==> config.mk <==
export PLATFORM = sky130hd
export DESIGN_NAME = fp_add_arbiter
export DESIGN_NICKNAME = d
export VERILOG_FILES = /design/src/rtl/fp_add_arb_pkg.sv /design/src/rtl/FPAdd32.sv /design/src/rtl/fp_result_fifo.sv /design/src/rtl/fp_add_arbiter.sv
export SDC_FILE = /design/constraint.sdc
export NUM_CORES = 1
export LEC_CHECK = 0
export ABC_AREA = 1
export ABC_CLOCK_PERIOD_IN_PS = 31100
export CELL_PAD_IN_SITES_DETAIL_PLACEMENT = 1
export CELL_PAD_IN_SITES_GLOBAL_PLACEMENT = 1
export CORE_AREA = 2 2 360 362
export CTS_BUF_LIST = sky130_fd_sc_hd__clkbuf_2
export DETAILED_ROUTE_END_ITERATION = 12
export DIE_AREA = 0 0 362 364
export PLACE_DENSITY_LB_ADDON = 0.25
export SLEW_MARGIN = 20
export SYNTH_ARGS = -nofsm -noshare
export SYNTH_HDL_FRONTEND = slang
export SYNTH_SLANG_ARGS = --single-unit
==> constraint.sdc <==
create_clock -name clock -period 31.1 [get_ports clock]
set_clock_uncertainty 0.1 [all_clocks]
set_input_delay 6.22 -clock clock [delete_from_list [all_inputs] [get_ports clock]]
set_output_delay 6.22 -clock clock [all_outputs]
set_load 0.005 [all_outputs]
==> src/rtl/fp_add_arb_pkg.sv <==
// rtl/fp_add_arb_pkg.sv - shared types for the FP adder arbiter
package fp_add_arb_pkg;
    localparam int FP_WIDTH = 32;
    localparam int ID_W     = 4;

    typedef struct packed {
        logic            valid;
        logic [ID_W-1:0] id;
    } fp_tag_t;

    typedef struct packed {
        logic [FP_WIDTH-1:0] data;
        logic [ID_W-1:0]     id;
    } fp_res_t;
endpackage

==> src/rtl/FPAdd32.sv <==
// rtl/FPAdd32.sv - fixed-latency single-precision adder core, round-to-nearest-even
module FPAdd32 #(
    parameter int LATENCY = 14
) (
    input  logic        clock,
    input  logic        go,
    input  logic [31:0] a,
    input  logic [31:0] b,
    output logic [31:0] result,
    output logic        done
);
    logic [31:0]        data_pipe [LATENCY];
    logic [LATENCY-1:0] go_pipe;

    function automatic logic [31:0] fp_add(input logic [31:0] x, input logic [31:0] y);
        logic [31:0] hi, lo;
        logic [7:0]  e_hi, e_lo;
        logic [26:0] m_hi, m_lo, m_al;
        logic [27:0] sum;
        logic [9:0]  exp;
        logic [24:0] rnd;
        logic        found, rup;
        int          d, lz;
        if (x[30:0] >= y[30:0]) begin
            hi = x; lo = y;
        end else begin
            hi = y; lo = x;
        end
        if (hi[30:23] == 8'hFF) return hi;
        // subnormals share the minimum exponent with a zero hidden bit
        e_hi = (hi[30:23] == 8'd0) ? 8'd1 : hi[30:23];
        e_lo = (lo[30:23] == 8'd0) ? 8'd1 : lo[30:23];
        m_hi = {|hi[30:23], hi[22:0], 3'b000};
        m_lo = {|lo[30:23], lo[22:0], 3'b000};
        d = int'(e_hi - e_lo);
        if (d > 26) begin
            m_al = {26'd0, |m_lo};
        end else begin
            m_al = m_lo >> d;
            m_al[0] = m_al[0] | (|(m_lo & ((27'd1 << d) - 27'd1)));
        end
        sum = (hi[31] ^ lo[31]) ? ({1'b0, m_hi} - {1'b0, m_al}) : ({1'b0, m_hi} + {1'b0, m_al});
        if (sum == 28'd0) return {hi[31] & lo[31], 31'd0};
        exp = {2'b00, e_hi};
        if (sum[27]) begin
            sum = {1'b0, sum[27:2], sum[1] | sum[0]};
            exp = exp + 10'd1;
        end else begin
            found = 1'b0;
            lz = 0;
            for (int i = 26; i >= 0; i--) begin
                if (!found && !sum[i]) lz++;
                else found = 1'b1;
            end
            if (lz > int'(exp) - 1) lz = int'(exp) - 1;
            sum = sum << lz;
            exp = exp - 10'(lz);
        end
        rup = sum[2] & (sum[1] | sum[0] | sum[3]);
        rnd = {1'b0, sum[26:3]} + {24'd0, rup};
        if (rnd[24]) begin
            rnd = rnd >> 1;
            exp = exp + 10'd1;
        end
        if (exp >= 10'd255) return {hi[31], 8'hFF, 23'd0};
        return {hi[31], rnd[23] ? exp[7:0] : 8'd0, rnd[22:0]};
    endfunction

    // the go chain is deliberately not reset; completion tracking lives outside
    always_ff @(posedge clock) begin
        data_pipe[0] <= fp_add(a, b);
        go_pipe[0]   <= go;
        for (int i = 1; i < LATENCY; i++) begin
            data_pipe[i] <= data_pipe[i-1];
            go_pipe[i]   <= go_pipe[i-1];
        end
    end

    assign result = data_pipe[LATENCY-1];
    assign done   = go_pipe[LATENCY-1];
endmodule

==> src/rtl/fp_result_fifo.sv <==
// rtl/fp_result_fifo.sv - first-word-fall-through result FIFO with occupancy count
module fp_result_fifo
    import fp_add_arb_pkg::*;
#(
    parameter int  DEPTH = 16,
    localparam int AW    = $clog2(DEPTH)
) (
    input  logic    clock,
    input  logic    reset,
    input  logic    push,
    input  fp_res_t push_data,
    input  logic    pop,
    output fp_res_t pop_data,
    output logic    empty,
    output logic [AW:0] count
);
    fp_res_t       mem [DEPTH];
    logic [AW-1:0] wr_ptr, rd_ptr;
    logic          do_push, do_pop;

    assign empty    = (count == '0);
    assign do_pop   = pop && !empty;
    assign do_push  = push && (count != (AW+1)'(DEPTH));
    assign pop_data = mem[rd_ptr];

    always_ff @(posedge clock) begin
        if (do_push) mem[wr_ptr] <= push_data;
    end

    always_ff @(posedge clock or posedge reset) begin
        if (reset) begin
            wr_ptr <= '0;
            rd_ptr <= '0;
            count  <= '0;
        end else begin
            if (do_push) wr_ptr <= wr_ptr + AW'(1);
            if (do_pop)  rd_ptr <= rd_ptr + AW'(1);
            case ({do_push, do_pop})
                2'b10:   count <= count + (AW+1)'(1);
                2'b01:   count <= count - (AW+1)'(1);
                default: ;
            endcase
        end
    end
endmodule

==> src/rtl/fp_add_arbiter.sv <==
// rtl/fp_add_arbiter.sv - round-robin, credit-limited sharing of one FP adder core
module fp_add_arbiter
    import fp_add_arb_pkg::*;
#(
    parameter int  NUM_REQ    = 4,
    parameter int  LATENCY    = 14,
    parameter int  FIFO_DEPTH = 16,
    localparam int IDW        = $clog2(NUM_REQ)
) (
    input  logic                  clock,
    input  logic                  reset,
    input  logic [NUM_REQ-1:0]    req_valid,
    output logic [NUM_REQ-1:0]    req_ready,
    input  logic [NUM_REQ*32-1:0] req_a,
    input  logic [NUM_REQ*32-1:0] req_b,
    output logic                  res_valid,
    input  logic                  res_ready,
    output logic [31:0]           res_data,
    output logic [IDW-1:0]        res_id,
    output logic                  busy
);
    localparam int IFW  = $clog2(LATENCY + 1);
    localparam int CNTW = $clog2(FIFO_DEPTH) + 1;
    localparam int CW   = $clog2(FIFO_DEPTH + LATENCY + 1) + 1;

    logic [IDW-1:0]  rr_ptr, grant_id;
    logic            grant_any, has_credit, issue;
    logic [IFW-1:0]  inflight;
    logic [CNTW-1:0] fifo_count;
    logic [CW-1:0]   used;
    logic            fifo_empty, core_done;
    logic [31:0]     core_result;
    fp_tag_t         tag_pipe [LATENCY];
    fp_tag_t         tag_out;
    fp_res_t         res_head;

    always_comb begin
        grant_any = 1'b0;
        grant_id  = '0;
        for (int k = 0; k < NUM_REQ; k++) begin
            if (!grant_any && req_valid[(int'(rr_ptr) + k) % NUM_REQ]) begin
                grant_any = 1'b1;
                grant_id  = IDW'((int'(rr_ptr) + k) % NUM_REQ);
            end
        end
    end

    // entries already committed: queued in the FIFO plus those still in the core
    assign used       = CW'(fifo_count) + CW'(inflight);
    assign has_credit = used < CW'(FIFO_DEPTH);
    assign issue      = grant_any && has_credit && !reset;
    assign req_ready  = issue ? (NUM_REQ'(1) << grant_id) : '0;
    assign tag_out    = tag_pipe[LATENCY-1];

    FPAdd32 #(.LATENCY(LATENCY)) u_core (
        .clock  (clock),
        .go     (issue),
        .a      (req_a[int'(grant_id)*FP_WIDTH +: FP_WIDTH]),
        .b      (req_b[int'(grant_id)*FP_WIDTH +: FP_WIDTH]),
        .result (core_result),
        .done   (core_done)
    );

    always_ff @(posedge clock or posedge reset) begin
        if (reset) begin
            rr_ptr   <= '0;
            inflight <= '0;
            for (int i = 0; i < LATENCY; i++) tag_pipe[i] <= '0;
        end else begin
            if (issue)
                rr_ptr <= (int'(grant_id) == NUM_REQ - 1) ? '0 : grant_id + IDW'(1);
            case ({issue, tag_out.valid})
                2'b10:   inflight <= inflight + IFW'(1);
                2'b01:   inflight <= inflight - IFW'(1);
                default: ;
            endcase
            tag_pipe[0].valid <= issue;
            tag_pipe[0].id    <= ID_W'(grant_id);
            for (int i = 1; i < LATENCY; i++) tag_pipe[i] <= tag_pipe[i-1];
        end
    end

    fp_result_fifo #(.DEPTH(FIFO_DEPTH)) u_fifo (
        .clock     (clock),
        .reset     (reset),
        .push      (tag_out.valid),
        .push_data ('{data: core_result, id: tag_out.id}),
        .pop       (res_ready),
        .pop_data  (res_head),
        .empty     (fifo_empty),
        .count     (fifo_count)
    );

    assign res_valid = !fifo_empty;
    assign res_data  = res_head.data;
    assign res_id    = res_head.id[IDW-1:0];
    assign busy      = (inflight != '0) || !fifo_empty;

    always_ff @(posedge clock) begin
        if (!reset) begin
            assert (!tag_out.valid || core_done);
            assert (fifo_empty || int'(res_head.id) < NUM_REQ);
        end
    end
endmodule
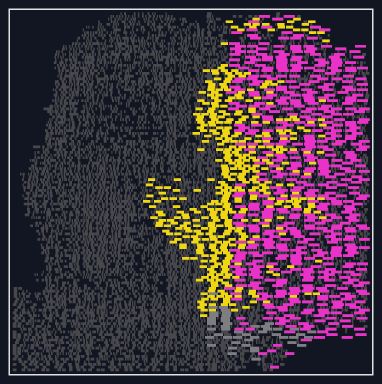
Fig. 1. Hierarchy map of the flops (run 1).
(1 px per um) Other sequential cells in the stronger gray, the rest of the logic in the fainter gray.
legend:
  magenta:
    scope: `u_fifo`
    placed_flops: 557
  yellow:
    scope: `u_core`
    placed_flops: 448
not colored: 48
Finished Layout Cells: 8571
die area: 132000 um2
final core occ: 0.527

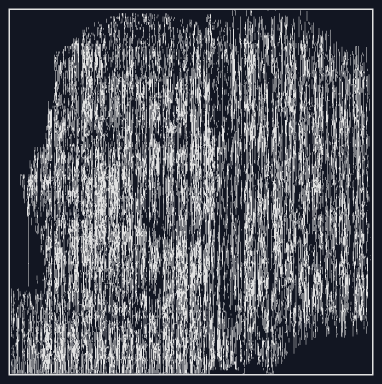
Fig. 2. Signal wires on met2 (run 1).
(1 px per um)
longest straight run: 133 um
wire length on this layer: 95.2 mm
main direction: vertical
share of all routed wire: 52%
nets with wire on the layer: 6405
overall routed net length: 184000 um
Vias: 45.2k

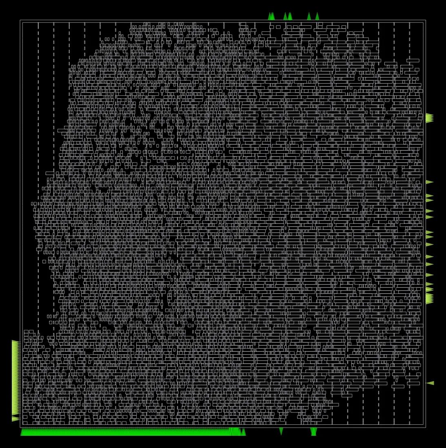
Fig. 3. Cell outlines without signal wires (run 1).
tap cells: 1675
flip-flop and latch share of the layout cell area: 0.397
flip-flops: 1053
# rows: 132

==> flow_summary.json, run 1 <==
{
  "drc": 0,
  "core_area_um2": 128000,
  "critical_path_peak_fanout": 8,
  "holdCritPathClass": "reg -> reg",
  "antenna_found_initial": 9,
  "max_freq_ghz": 0.0323,
  "worstMarginPinSlew_ps": 1240,
  "synthesis.instances": 5346,
  "worstHoldEndpoint": "u_core.data_pipe[0][147]",
  "warnings": 61,
  "post_synth.cell_area_avg_um2": 9.50,
  "area.growth.synth_to_final_pct": 33.1,
  "post_synth_instance_area_um2": 50800,
  "post_cts_resize_count": 137,
  "max_slew_margin": 0.162,
  "place.detailed.instances": 7879,
  "route.layer.met1.wl_um": 74300,
  "setup_tns_ps": 0,
  "grt_pass1_wl_um": 271000,
  "clock_latency_ps": 1430,
  "wl_met2_um": 95200,
  "io-pin-count": 303,
  "postCtsHoldBufs": 0,
  "die-width_um": 362,
  "placer_congestion": 0.941,
  "worstHoldStart": "u_core.data_pipe[0][115]",
  "hold_depth": 0,
  "average_wire_per_cell_in_the_routed_design_um": 21.5,
  "criticalPathCategory": "in -> reg",
  "grt_setup_unrepaired": "yes",
  "timing.critical_path.mode_cell": "sky130_fd_sc_hd__buf_4",
  "cts.repair_timing.setup_buffer_count": 183,
  "hold_viol": 0,
  "reg2reg_setup_slack_ps": 3780,
  "numCtsBuffers": 219,
  "fillCellCount": 14605,
  "most_used_logic_cell_in_the_final_layout": "sky130_fd_sc_hd__buf_4",
  "hold_ws_ps": 164,
  "top_signal_layer_used": "met5",
  "grt_overflow_total": 0,
  "period_used_share": 0.995,
  "share_of_synthesized_area_occupied_by_flip_flops_and_latches": 0.528,
  "first_global_vias": 47348,
  "timing.rr.start": "rr_ptr[0]",
  "fp-utilization": 0.396,
  "area.combinational_um2": 23100,
  "routed-wl-met3_um": 7480,
  "detail_routed_via_count_per_cell": 5.27,
  "ctsHtreeMaxLevel": 4,
  "largest_net_degree_at_the_start_of_global_routing": 110,
  "run_status": "completed",
  "layout_top_cells_excl_fill_tap": "sky130_fd_sc_hd__buf_4 (979), sky130_fd_sc_hd__nand2_1 (874), sky130_fd_sc_hd__edfxtp_1 (544), sky130_fd_sc_hd__nor2_1 (498), sky130_fd_sc_hd__dfxtp_1 (448)",
  "ctsLongestPathBuffers": 3,
  "synthFlopType": "sky130_fd_sc_hd__edfxtp_1",
  "cts.reportedPaths.clkPinSlew_ps": 110,
  "final_design_area_no_fill_um2": 67600,
  "initialDrtViolationCount": 2723,
  "globalRouteTotalUtil": 0.265,
  "slew_viol_final": 0,
  "synth.yosys.num_cells": 5346,
  "drt_pass1_iterations": 5,
  "finalWorstPathRequiredPeriod_ps": 30930,
  "finalNetCount": 7138,
  "critPathSlowestCell": "sky130_fd_sc_hd__xor2_2",
  "drive_gt1_frac": 0.326,
  "setup_violations": 0,
  "slowest_delay_ps": 370,
  "critPathRequiredTime_ps": 32320,
  "route.antenna.remaining_nets": 0,
  "yosys-stat-area_um2": 50800,
  "numSynthFlops": 1053,
  "dp.final_hpwl_um": 122000,
  "cts_tree": "built",
  "async_reset_ff_frac": 0.0579
}
-- run 1: cell usage after synthesis, types with 21 or more instances --
cell type,count,area (um2)
sky130_fd_sc_hd__nor3_1,29,145
sky130_fd_sc_hd__o221ai_1,104,911
sky130_fd_sc_hd__edfxtp_1,544,16300
sky130_fd_sc_hd__dfrtp_1,61,1530
sky130_fd_sc_hd__ha_1,168,2100
sky130_fd_sc_hd__xor2_1,49,429
sky130_fd_sc_hd__nand4_1,72,450
sky130_fd_sc_hd__nand2_2,129,807
sky130_fd_sc_hd__nand3_2,54,541
sky130_fd_sc_hd__o32ai_1,29,254
sky130_fd_sc_hd__mux2i_1,101,1010
sky130_fd_sc_hd__nor2_2,45,282
sky130_fd_sc_hd__inv_1,428,1610
sky130_fd_sc_hd__a32oi_1,30,263
sky130_fd_sc_hd__inv_2,32,120
sky130_fd_sc_hd__clkbuf_8,25,344
sky130_fd_sc_hd__nand3_1,458,2290
sky130_fd_sc_hd__a32o_1,30,300
sky130_fd_sc_hd__nand2_4,34,383
sky130_fd_sc_hd__nor2_4,23,259
sky130_fd_sc_hd__o21ai_0,258,1290
sky130_fd_sc_hd__nand2_1,979,3670
sky130_fd_sc_hd__or2_2,35,219
sky130_fd_sc_hd__dfxtp_1,448,8970
sky130_fd_sc_hd__clkbuf_1,125,469
sky130_fd_sc_hd__a21oi_1,139,696
sky130_fd_sc_hd__nor2_1,543,2040
sky130_fd_sc_hd__o21ai_2,31,272
sky130_fd_sc_hd__o211ai_1,42,315
sky130_fd_sc_hd__a31oi_1,31,194
sky130_fd_sc_hd__nand3b_1,21,158
-- run 1: routing by layer --
metal | vias up | GRT usage
li1 | 21216 | -
met1 | 22433 | 0.315
met2 | 1135 | 0.481
met3 | 372 | 0.0352
met4 | 4 | 0.108
met5 | - | 0
-- run 1: flip-flops by register name, summed over array words and instances, names as in the netlist --
| register | count |
|---|---|
| inflight | 4 |
| tag_out | 3 |
| u_fifo.rd_ptr | 4 |
| u_fifo.wr_ptr | 4 |
| tag_pipe | 39 |
| rr_ptr | 2 |
| u_fifo.count | 5 |
| u_core.data_pipe | 448 |
| u_fifo.mem | 544 |
-- run 1: cell type report --
class,count,area share
inverter,475,0.0273
multi-input combinational,3604,0.342
sequential,1053,0.397
clock buffer,343,0.0254
timing repair buffer,1349,0.171
tap,1675,0.0310
antenna,7,0.000259
clock inverter,65,0.00598
-- run 1: critical path: cells and delay by family --
kind                     cells  cell delay, ps
buffers and inverters       80            9690
AND/OR/NAND/NOR             75            8040
adder cells (fa/ha/maj)     17            4240
multiplexers                 1              80
XOR/XNOR                     1             370
AND-OR/OR-AND               25            3450
-- run 1: logic make-up after synthesis --
logic type	after synthesis	synth area share
buffers and inverters	708	0.0647
and+or+nand+nor	2468	0.231
xor gates and xnor gates	64	0.0112
other	1	0.0000739
adders and majority gates	173	0.0434
AOI/OAI and AO/OA	777	0.101
muxes	102	0.0201
DFF	1053	0.528
Fig. 4: run 1, wiring by layer
(1 px per um) Only two layers are drawn.
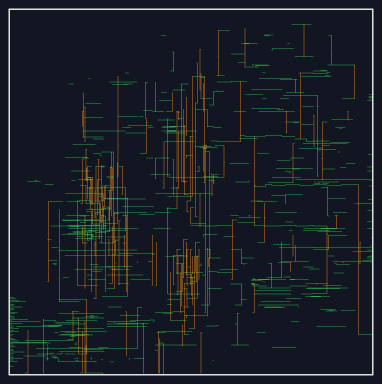

==> run 2, diff against run 1 <==
Settings changed: SLEW_MARGIN 20 to 5.
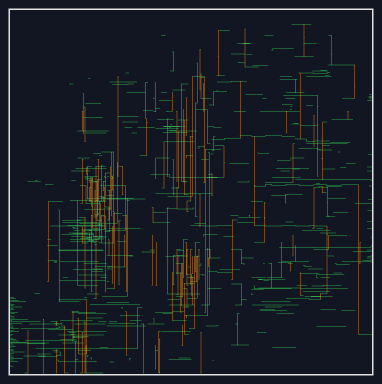
Fig. 5. Wiring by layer (run 2).
(1 px per um) Only two layers are drawn.
legend:
  orange:
    layer: M4
    wire_length: 6950 um
  green:
    layer: M3
    wire_length: 7010 um
overall track demand over capacity in global routing: 0.265
average wire per cell in the routed design: 21.4 um
overall routed net length: 184000 um
Vias: 45.1k

==> run 2 against run 1 <==
  * Maximum frequency hardly changed
  * Hold slack worse by 1.9 ps
  * Synthesized area did not move
  * Largest cell class unchanged
  * Critical endpoint unchanged
  * Wire length barely moved
  * Register-to-register slack worse by 20 ps
==> flow_summary.json, run 2 <==
{
  "most_used_logic_cell_in_the_final_layout": "sky130_fd_sc_hd__buf_4",
  "detailed_place.area_um2": 60700,
  "period_used_share": 0.995,
  "cts_tree": "built",
  "drc": 0,
  "largest_registers": "u_fifo.mem (544), u_core.data_pipe (448), tag_pipe (39)",
  "clock_latency_ps": 1440,
  "routed-wl-met3_um": 7010,
  "max_slew_margin": 0.0479,
  "max_freq_ghz": 0.0323,
  "critical_path_peak_fanout": 8,
  "criticalPathCategory": "in -> reg",
  "critPathSlowestCell": "sky130_fd_sc_hd__ha_1",
  "worstHoldStart": "u_core.data_pipe[0][115]",
  "crit_family": "buffers and inverters",
  "run_status": "completed",
  "die-width_um": 362,
  "finalWorstPathRequiredPeriod_ps": 30950,
  "grt_pass1_wl_um": 271000,
  "final_design_area_no_fill_um2": 67600,
  "grt_setup_unrepaired": "yes",
  "wl_met2_um": 95000,
  "placer_congestion": 0.941,
  "slowest_delay_ps": 380,
  "timing.rr.start": "rr_ptr[0]",
  "numSynthFlops": 1053,
  "post_synth.cell_area_avg_um2": 9.50,
  "synth.yosys.num_cells": 5346,
  "drive_gt1_frac": 0.326,
  "largest_net_degree_at_the_start_of_global_routing": 110,
  "route.layer.met1.wl_um": 74800,
  "setup_violations": 0,
  "cts_root_buffer": "sky130_fd_sc_hd__clkbuf_2",
  "share_of_synthesized_area_occupied_by_flip_flops_and_latches": 0.528,
  "synthesis.instances": 5346,
  "finalNetCount": 7138,
  "ctsLongestPathBuffers": 3,
  "postCtsHoldBufs": 0,
  "detail_routed_via_count_per_cell": 5.26,
  "drt_pass1_iterations": 5,
  "die-area_um2": 132000,
  "top_signal_layer_used": "met5",
  "reg2reg_setup_slack_ps": 3760,
  "slew_viol_final": 0,
  "numCtsBuffers": 219,
  "setup_tns_ps": 0,
  "rows": 132,
  "layout_top_cells_excl_fill_tap": "sky130_fd_sc_hd__buf_4 (979), sky130_fd_sc_hd__nand2_1 (874), sky130_fd_sc_hd__edfxtp_1 (544), sky130_fd_sc_hd__nor2_1 (498), sky130_fd_sc_hd__dfxtp_1 (448)",
  "max_cap_viol_count": 0,
  "warnings": 61,
  "registers.top_by_ff_count": "u_fifo.mem",
  "initialDrtViolationCount": 2763,
  "core_area_um2": 128000,
  "final_core_occ": 0.527,
  "hold_depth": 0,
  "place_ws_ps": -3070,
  "number_of_flip_flops_in_the_largest_register": 544,
  "grt_overflow_total": 0,
  "top_cells_by_count": "sky130_fd_sc_hd__nand2_1 (979), sky130_fd_sc_hd__edfxtp_1 (544), sky130_fd_sc_hd__nor2_1 (543)",
  "ctsHtreeMaxLevel": 4,
  "cts.reportedPaths.clkPinSlew_ps": 110,
  "hold_viol": 0,
  "async_reset_ff_frac": 0.0579,
  "fp-utilization": 0.396,
  "antenna_found_initial": 9,
  "first_global_vias": 47348,
  "critPathRequiredTime_ps": 32310,
  "io-pin-count": 303,
  "synthFlopType": "sky130_fd_sc_hd__edfxtp_1",
  "post_synth_instance_area_um2": 50800,
  "route.antenna.remaining_nets": 0,
  "yosys.area.top_type": "sky130_fd_sc_hd__edfxtp_1",
  "cp_num_buf_inv": 83,
  "yosys-top-cells-area": "sky130_fd_sc_hd__edfxtp_1 (32%), sky130_fd_sc_hd__dfxtp_1 (18%), sky130_fd_sc_hd__nand2_1 (7.2%)",
  "holdCritPathClass": "reg -> reg",
  "fillCellCount": 14605,
  "yosys-stat-area_um2": 50800,
  "top_area_cell_type_share_of_the_netlist_area": 0.322,
  "timing.critical_path.mode_cell": "sky130_fd_sc_hd__buf_4",
  "worstHoldEndpoint": "u_core.data_pipe[0][147]",
  "dp.final_hpwl_um": 122000,
  "worstMarginPinSlew_ps": 1410,
  "post-synth-top-count-cell": "sky130_fd_sc_hd__nand2_1",
  "area.growth.synth_to_final_pct": 33.1,
  "end_kind": "flip-flop"
}
[run 2: area by class of cell]
type,instances,area [um2],area share
Clock buffer,343,1720,0.0254
Sequential cell,1053,26800,0.397
Timing Repair Buffer,1349,11500,0.171
Tap cell,1675,2100,0.0310
Inverter,475,1840,0.0273
Multi-Input combinational cell,3604,23100,0.342
Antenna cell,7,17.5,0.000259
Clock inverter,65,404,0.00598
[run 2: kinds of logic (layout without fill, tap and decap cells)]
| family | Yosys count | count (layout) | synth area share |
|---|---|---|---|
| other | 1 | 24 | 0.0000739 |
| adders and majority gates | 173 | 173 | 0.0434 |
| buffers and inverters | 708 | 2232 | 0.0647 |
| muxes | 102 | 102 | 0.0201 |
| xor gates and xnor gates | 64 | 64 | 0.0112 |
| and+or+nand+nor | 2468 | 2471 | 0.231 |
| AOI/OAI and AO/OA | 777 | 777 | 0.101 |
| DFF | 1053 | 1053 | 0.528 |
[run 2: how the worst max path moves through the flow]
stage / startpoint / to / slack, ps / depth (start not counted)
2_1_floorplan: req_valid[3] / u_core.data_pipe[0][11] / 3 / 204
3_3_place_gp: req_valid[3] / u_core.data_pipe[0][15] / -1940 / 194
3_5_place_dp: req_valid[3] / u_core.data_pipe[0][20] / -3070 / 196
4_1_cts: req_valid[3] / u_core.data_pipe[0][18] / 4 / 205
5_1_grt: req_valid[1] / u_core.data_pipe[0][27] / -1010 / 199
6_report: req_valid[1] / u_core.data_pipe[0][21] / 150 / 191
[run 2: metal layers]
layer / track usage / vias up
met3: 0.0352 / 373
met4: 0.108 / 4
met5: 0 / -
li1: - / 21222
met2: 0.481 / 1081
met1: 0.315 / 22438
[run 2: per-stage QoR]
step	hold WS (ps)	std cells
3_3_place_gp	210	7879
4_1_cts	140	8474
5_1_grt	149	8571
3_5_place_dp	213	7879
2_1_floorplan	210	5362
6_report	163	8571
[run 2: what timing repair did]
| item | in CTS | in global routing |
|---|---|---|
| pin swaps | 101 | 242 |
| setup buffers | 183 | 88 |
| endpoints found under the setup margin | 31 | 31 |
| gates resized | 137 | 434 |
| endpoints found under the hold margin | 0 | 0 |
| gates cloned | 5 | 5 |
